<file path="config.mk">
export PLATFORM = sky130hd
export DESIGN_NAME = mul_pipe_ctrl_flat
export DESIGN_NICKNAME = d
export VERILOG_FILES = /design/src/rtl/mul_pipe_ctrl_if.sv /design/src/rtl/mul_pipe_ctrl.sv /design/src/flat_wrapper.sv
export SDC_FILE = /design/constraint.sdc
export NUM_CORES = 1
export LEC_CHECK = 0
export CORE_UTILIZATION = 50
export CTS_CLUSTER_SIZE = 16
export DETAILED_ROUTE_END_ITERATION = 16
export PLACE_DENSITY = 0.77
export SKIP_CTS_REPAIR_TIMING = 1
export SLEW_MARGIN = 25
export SYNTH_ARGS = -nofsm -noshare
export SYNTH_HDL_FRONTEND = slang
export SYNTH_SLANG_ARGS = --single-unit
</file>
<file path="constraint.sdc">
create_clock -name clk -period 3.7 [get_ports clk]
set_clock_uncertainty 0.05 [all_clocks]
set_input_delay 0.555 -clock clk [delete_from_list [all_inputs] [get_ports clk]]
set_output_delay 0.555 -clock clk [all_outputs]
set_load 0.1 [all_outputs]
</file>
<file path="src/rtl/mul_pipe_ctrl_if.sv">
// Decode, write-port and pipeline-status signals between the multiply
// sequencing controller and the surrounding core.
`timescale 1ns/1ps
interface mul_pipe_ctrl_if #(
   parameter int unsigned STAGES        = 5,
   parameter int unsigned REG_ADDR_SIZE = 5
);
   logic                     MC_dec_valid;
   logic                     MC_dec_is_mul;
   logic [REG_ADDR_SIZE-1:0] MC_dec_rs1;
   logic [REG_ADDR_SIZE-1:0] MC_dec_rs2;
   logic [REG_ADDR_SIZE-1:0] MC_dec_rd;
   logic                     MC_flush;
   logic                     MC_alu_wb_valid;
   logic                     MC_issue;
   logic                     MC_hazard;
   logic [STAGES-1:0]        MC_stage_in_use;
   logic [STAGES-1:0]        MC_stage_stall;
   logic                     MC_wb_en;
   logic                     MC_wb_sel;
   logic [REG_ADDR_SIZE-1:0] MC_wb_rd;
   logic                     MC_alu_wb_stall;
   logic                     MC_busy;

   modport master (
      output MC_dec_valid, MC_dec_is_mul, MC_dec_rs1, MC_dec_rs2, MC_dec_rd,
             MC_flush, MC_alu_wb_valid,
      input  MC_issue, MC_hazard, MC_stage_in_use, MC_stage_stall, MC_wb_en,
             MC_wb_sel, MC_wb_rd, MC_alu_wb_stall, MC_busy
   );

   modport slave (
      input  MC_dec_valid, MC_dec_is_mul, MC_dec_rs1, MC_dec_rs2, MC_dec_rd,
             MC_flush, MC_alu_wb_valid,
      output MC_issue, MC_hazard, MC_stage_in_use, MC_stage_stall, MC_wb_en,
             MC_wb_sel, MC_wb_rd, MC_alu_wb_stall, MC_busy
   );
endinterface

</file>
<file path="src/rtl/mul_pipe_ctrl.sv">
// Multiply pipeline sequencer: per-stage valid/rd tracking, bubble-collapsing
// stall chain, decode hazard detection and write-port arbitration vs. the ALU.
`timescale 1ns/1ps
module mul_pipe_ctrl #(
   parameter int unsigned STAGES        = 5,
   parameter int unsigned REG_ADDR_SIZE = 5
) (
   input  logic           clk,
   input  logic           reset,
   mul_pipe_ctrl_if.slave mc
);
   localparam int unsigned LAST = STAGES - 1;

   logic [STAGES-1:0]        valid_q;
   logic [REG_ADDR_SIZE-1:0] rd_q [STAGES];
   logic                     prio_alu_q;

   logic [STAGES-1:0] stall;
   logic              match;
   logic              hazard;
   logic              issue;
   logic              mul_req;
   logic              alu_req;
   logic              mul_grant;
   logic              alu_grant;
   logic              conflict;

   // Multiply is suppressed entirely during a flush; the ALU takes the port.
   always_comb begin
      mul_req   = valid_q[LAST] & ~mc.MC_flush;
      alu_req   = mc.MC_alu_wb_valid;
      conflict  = mul_req & alu_req;
      mul_grant = mul_req & (~alu_req | ~prio_alu_q);
      alu_grant = alu_req & ~mul_grant;
   end

   // Stall only propagates through occupied stages, so bubbles collapse.
   always_comb begin
      stall       = '0;
      stall[LAST] = valid_q[LAST] & ~mul_grant;
      for (int i = int'(STAGES) - 2; i >= 0; i--) begin
         stall[i] = valid_q[i] & stall[i+1];
      end
   end

   // RAW and WAW check against every in-flight destination; r0 never matches.
   always_comb begin
      match = 1'b0;
      for (int i = 0; i < int'(STAGES); i++) begin
         if (valid_q[i]) begin
            if ((mc.MC_dec_rs1 != '0 && mc.MC_dec_rs1 == rd_q[i]) ||
                (mc.MC_dec_rs2 != '0 && mc.MC_dec_rs2 == rd_q[i]) ||
                (mc.MC_dec_rd  != '0 && mc.MC_dec_rd  == rd_q[i])) begin
               match = 1'b1;
            end
         end
      end
      hazard = mc.MC_dec_valid & match;
      issue  = mc.MC_dec_valid & mc.MC_dec_is_mul & ~hazard & ~stall[0] & ~mc.MC_flush;
   end

   always_ff @(posedge clk or posedge reset) begin
      if (reset) begin
         valid_q    <= '0;
         prio_alu_q <= 1'b0;
         for (int i = 0; i < int'(STAGES); i++) begin
            rd_q[i] <= '0;
         end
      end else begin
         if (!stall[0]) begin
            valid_q[0] <= issue;
            rd_q[0]    <= mc.MC_dec_rd;
         end
         for (int i = 1; i < int'(STAGES); i++) begin
            if (!stall[i]) begin
               valid_q[i] <= valid_q[i-1];
               rd_q[i]    <= rd_q[i-1];
            end
         end
         if (mc.MC_flush) begin
            valid_q <= '0;
         end
         // Whoever wins a conflict yields priority next time.
         if (conflict) begin
            prio_alu_q <= mul_grant;
         end
      end
   end

   assign mc.MC_issue        = issue;
   assign mc.MC_hazard       = hazard;
   assign mc.MC_stage_in_use = valid_q;
   assign mc.MC_stage_stall  = stall;
   assign mc.MC_wb_en        = mul_grant | alu_grant;
   assign mc.MC_wb_sel       = mul_grant;
   assign mc.MC_wb_rd        = rd_q[LAST];
   assign mc.MC_alu_wb_stall = alu_req & ~alu_grant;
   assign mc.MC_busy         = |valid_q;
endmodule

</file>
<file path="src/flat_wrapper.sv">
// flat-port wrapper written by rule: the top's interface ports become plain ports
module mul_pipe_ctrl_flat 
#(
   parameter int unsigned STAGES        = 5,
   parameter int unsigned REG_ADDR_SIZE = 5
)
  (clk, reset, mc_MC_dec_valid, mc_MC_dec_is_mul, mc_MC_dec_rs1, mc_MC_dec_rs2, mc_MC_dec_rd, mc_MC_flush, mc_MC_alu_wb_valid, mc_MC_issue, mc_MC_hazard, mc_MC_stage_in_use, mc_MC_stage_stall, mc_MC_wb_en, mc_MC_wb_sel, mc_MC_wb_rd, mc_MC_alu_wb_stall, mc_MC_busy);
  mul_pipe_ctrl_if #(.STAGES(STAGES), .REG_ADDR_SIZE(REG_ADDR_SIZE)) mc_i ();
  input  logic clk;
  input  logic reset;
  input wire logic [$bits(mc_i.MC_dec_valid)-1:0] mc_MC_dec_valid;
  input wire logic [$bits(mc_i.MC_dec_is_mul)-1:0] mc_MC_dec_is_mul;
  input wire logic [$bits(mc_i.MC_dec_rs1)-1:0] mc_MC_dec_rs1;
  input wire logic [$bits(mc_i.MC_dec_rs2)-1:0] mc_MC_dec_rs2;
  input wire logic [$bits(mc_i.MC_dec_rd)-1:0] mc_MC_dec_rd;
  input wire logic [$bits(mc_i.MC_flush)-1:0] mc_MC_flush;
  input wire logic [$bits(mc_i.MC_alu_wb_valid)-1:0] mc_MC_alu_wb_valid;
  output wire logic [$bits(mc_i.MC_issue)-1:0] mc_MC_issue;
  output wire logic [$bits(mc_i.MC_hazard)-1:0] mc_MC_hazard;
  output wire logic [$bits(mc_i.MC_stage_in_use)-1:0] mc_MC_stage_in_use;
  output wire logic [$bits(mc_i.MC_stage_stall)-1:0] mc_MC_stage_stall;
  output wire logic [$bits(mc_i.MC_wb_en)-1:0] mc_MC_wb_en;
  output wire logic [$bits(mc_i.MC_wb_sel)-1:0] mc_MC_wb_sel;
  output wire logic [$bits(mc_i.MC_wb_rd)-1:0] mc_MC_wb_rd;
  output wire logic [$bits(mc_i.MC_alu_wb_stall)-1:0] mc_MC_alu_wb_stall;
  output wire logic [$bits(mc_i.MC_busy)-1:0] mc_MC_busy;
  assign mc_i.MC_dec_valid = mc_MC_dec_valid;
  assign mc_i.MC_dec_is_mul = mc_MC_dec_is_mul;
  assign mc_i.MC_dec_rs1 = mc_MC_dec_rs1;
  assign mc_i.MC_dec_rs2 = mc_MC_dec_rs2;
  assign mc_i.MC_dec_rd = mc_MC_dec_rd;
  assign mc_i.MC_flush = mc_MC_flush;
  assign mc_i.MC_alu_wb_valid = mc_MC_alu_wb_valid;
  assign mc_MC_issue = mc_i.MC_issue;
  assign mc_MC_hazard = mc_i.MC_hazard;
  assign mc_MC_stage_in_use = mc_i.MC_stage_in_use;
  assign mc_MC_stage_stall = mc_i.MC_stage_stall;
  assign mc_MC_wb_en = mc_i.MC_wb_en;
  assign mc_MC_wb_sel = mc_i.MC_wb_sel;
  assign mc_MC_wb_rd = mc_i.MC_wb_rd;
  assign mc_MC_alu_wb_stall = mc_i.MC_alu_wb_stall;
  assign mc_MC_busy = mc_i.MC_busy;
  mul_pipe_ctrl #(.STAGES(STAGES), .REG_ADDR_SIZE(REG_ADDR_SIZE)) u_core (.clk(clk), .reset(reset), .mc(mc_i));
endmodule
</file>
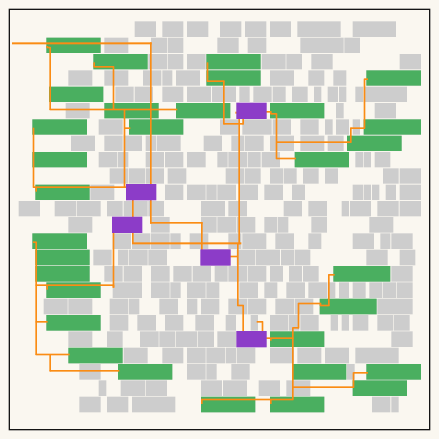
*Routed clock nets over the placement*
Drawn at 6 px/µm.
[clock wires] orange | length: 423 µm
[flip-flops] green | count: 31
[cells driving clock nets] purple | count: 5
routed clock nets	6
flops lie	all over the die
part of the power in the clock network: 31.4%
Insertion Delay late pin: 0.28 ns
Power Clock: 0.292 mW

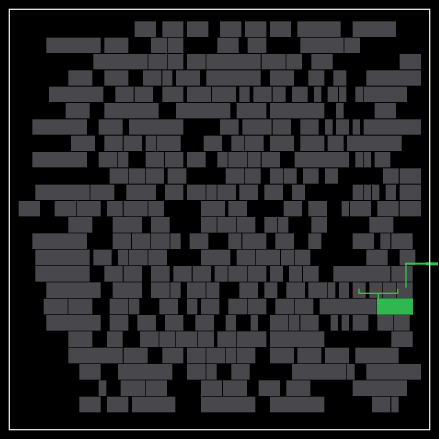
*I/O nets highlighted*
Drawn at 6 px/µm.
port	color	bits	direction	edge	end cells	buffers	wire
mc_MC_wb_sel	green	1	output	right	1	1	17.3 µm
Ports: 42
Port Buffers: 41

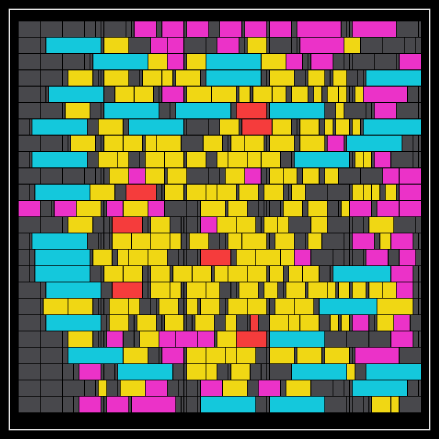
*Placement by cell class*
Drawn at 6 px/µm. Fill, decap, tap and diode cells in gray.
class	color	cells
flip-flops	cyan	31
clock drivers and dummy loads	red	8
all other logic	yellow	176
other buffers and delay cells	magenta	57
core area: 0.00438 mm²
Final Util: 66.8%
# rows: 24
fin area: 0.00293 mm²
flop share of the area: 26.6%

==> registers in the layout, indices dropped and copies added (netlist names) <==
register / count
u_core.prio_alu_q: 1
u_core.mc.MC_wb_rd: 5
u_core.rd_q: 20
u_core.mc.MC_stage_in_use: 5
==> routing by layer <==
layer	track usage [%]	vias up	part of all wire, %
met5	0	-	0
met4	8.44	0	1.2
met3	4.36	6	4.9
met2	39.5	52	49
met1	34.2	844	45
li1	-	851	-
==> power groups by stage <==
| stage | combinational [mW] | sequential (mW) | clock, mW |
|---|---|---|---|
| floorplan | 0.175 | 0.398 | 0 |
| global placement | 0.241 | 0.398 | 0 |
| CTS | 0.244 | 0.393 | 0.298 |
| finish | 0.243 | 0.393 | 0.292 |
| detailed placement | 0.243 | 0.399 | 0 |
| global route | 0.259 | 0.396 | 0.313 |
==> ci_impl_report.md <==
### Yosys + OpenROAD results

| Metric | Value |
|---|---|
| Net count after synthesis | 251 |
| FF+latch area | 779 µm² |
| Vias | 1753 |
| Xor/xnor share | 28.9% |
| Clock slew at reported path FFs | 0.06 ns |
| # diodes | 0 |
| Gr ovfl total | 0 |
| Fin. max-slew vios | 0 |
| Fraction of layout cells with a size suffix above 1 | 26.1% |
| Gate power share | 26.2% |
| Hold path start | u_core.mc.MC_stage_in_use[1] |
| Mux cell area share after synthesis | 12.2% |
| Initial Util | 52.5% |
| Seq pwr share | 42.4% |
| Crit end category | output port |
| Adders+Majority by Area | 0% |
| Yosys aoi share | 2.94% |
| Largest family of logic cells by area | XOR/XNOR gates |
| Final hold violations | 0 |
| TritonCTS Buffers | 5 |
| Worst reg-to-reg path cell count | 5 |
| Worst reg2reg endpoint | u_core.rd_q[21] |
| Root Driver | clkbuf_8 |
| Sw Pwr | 0.292 mW |
| Number of synthesized flops with an enable pin | 0 |
| Synthesized flop and latch total | 31 |
| Run status | finished, final reports clean |
| Cycle use final | 91.0% |
| Critical path required time | 3.09 ns |
| Final setup TNS | 0 ns |
| Pin count of the biggest net entering global routing | 17 |
| Mapped Area | 0.00230 mm² |
| Hold depth | 2 |
| Peak supply drop | 179 µV |
| Leakage | 1.16 nW |
| Hold WC Path Type | reg2reg |
| Most numerous cell in the Yosys netlist | xnor2_1 |
| Top area cell types | dfrtp_1, xnor2_1, mux2_2 |
| Async S/R FF share, synth | 100% |
No activity file was given, so power comes from the tool's default toggle rates.
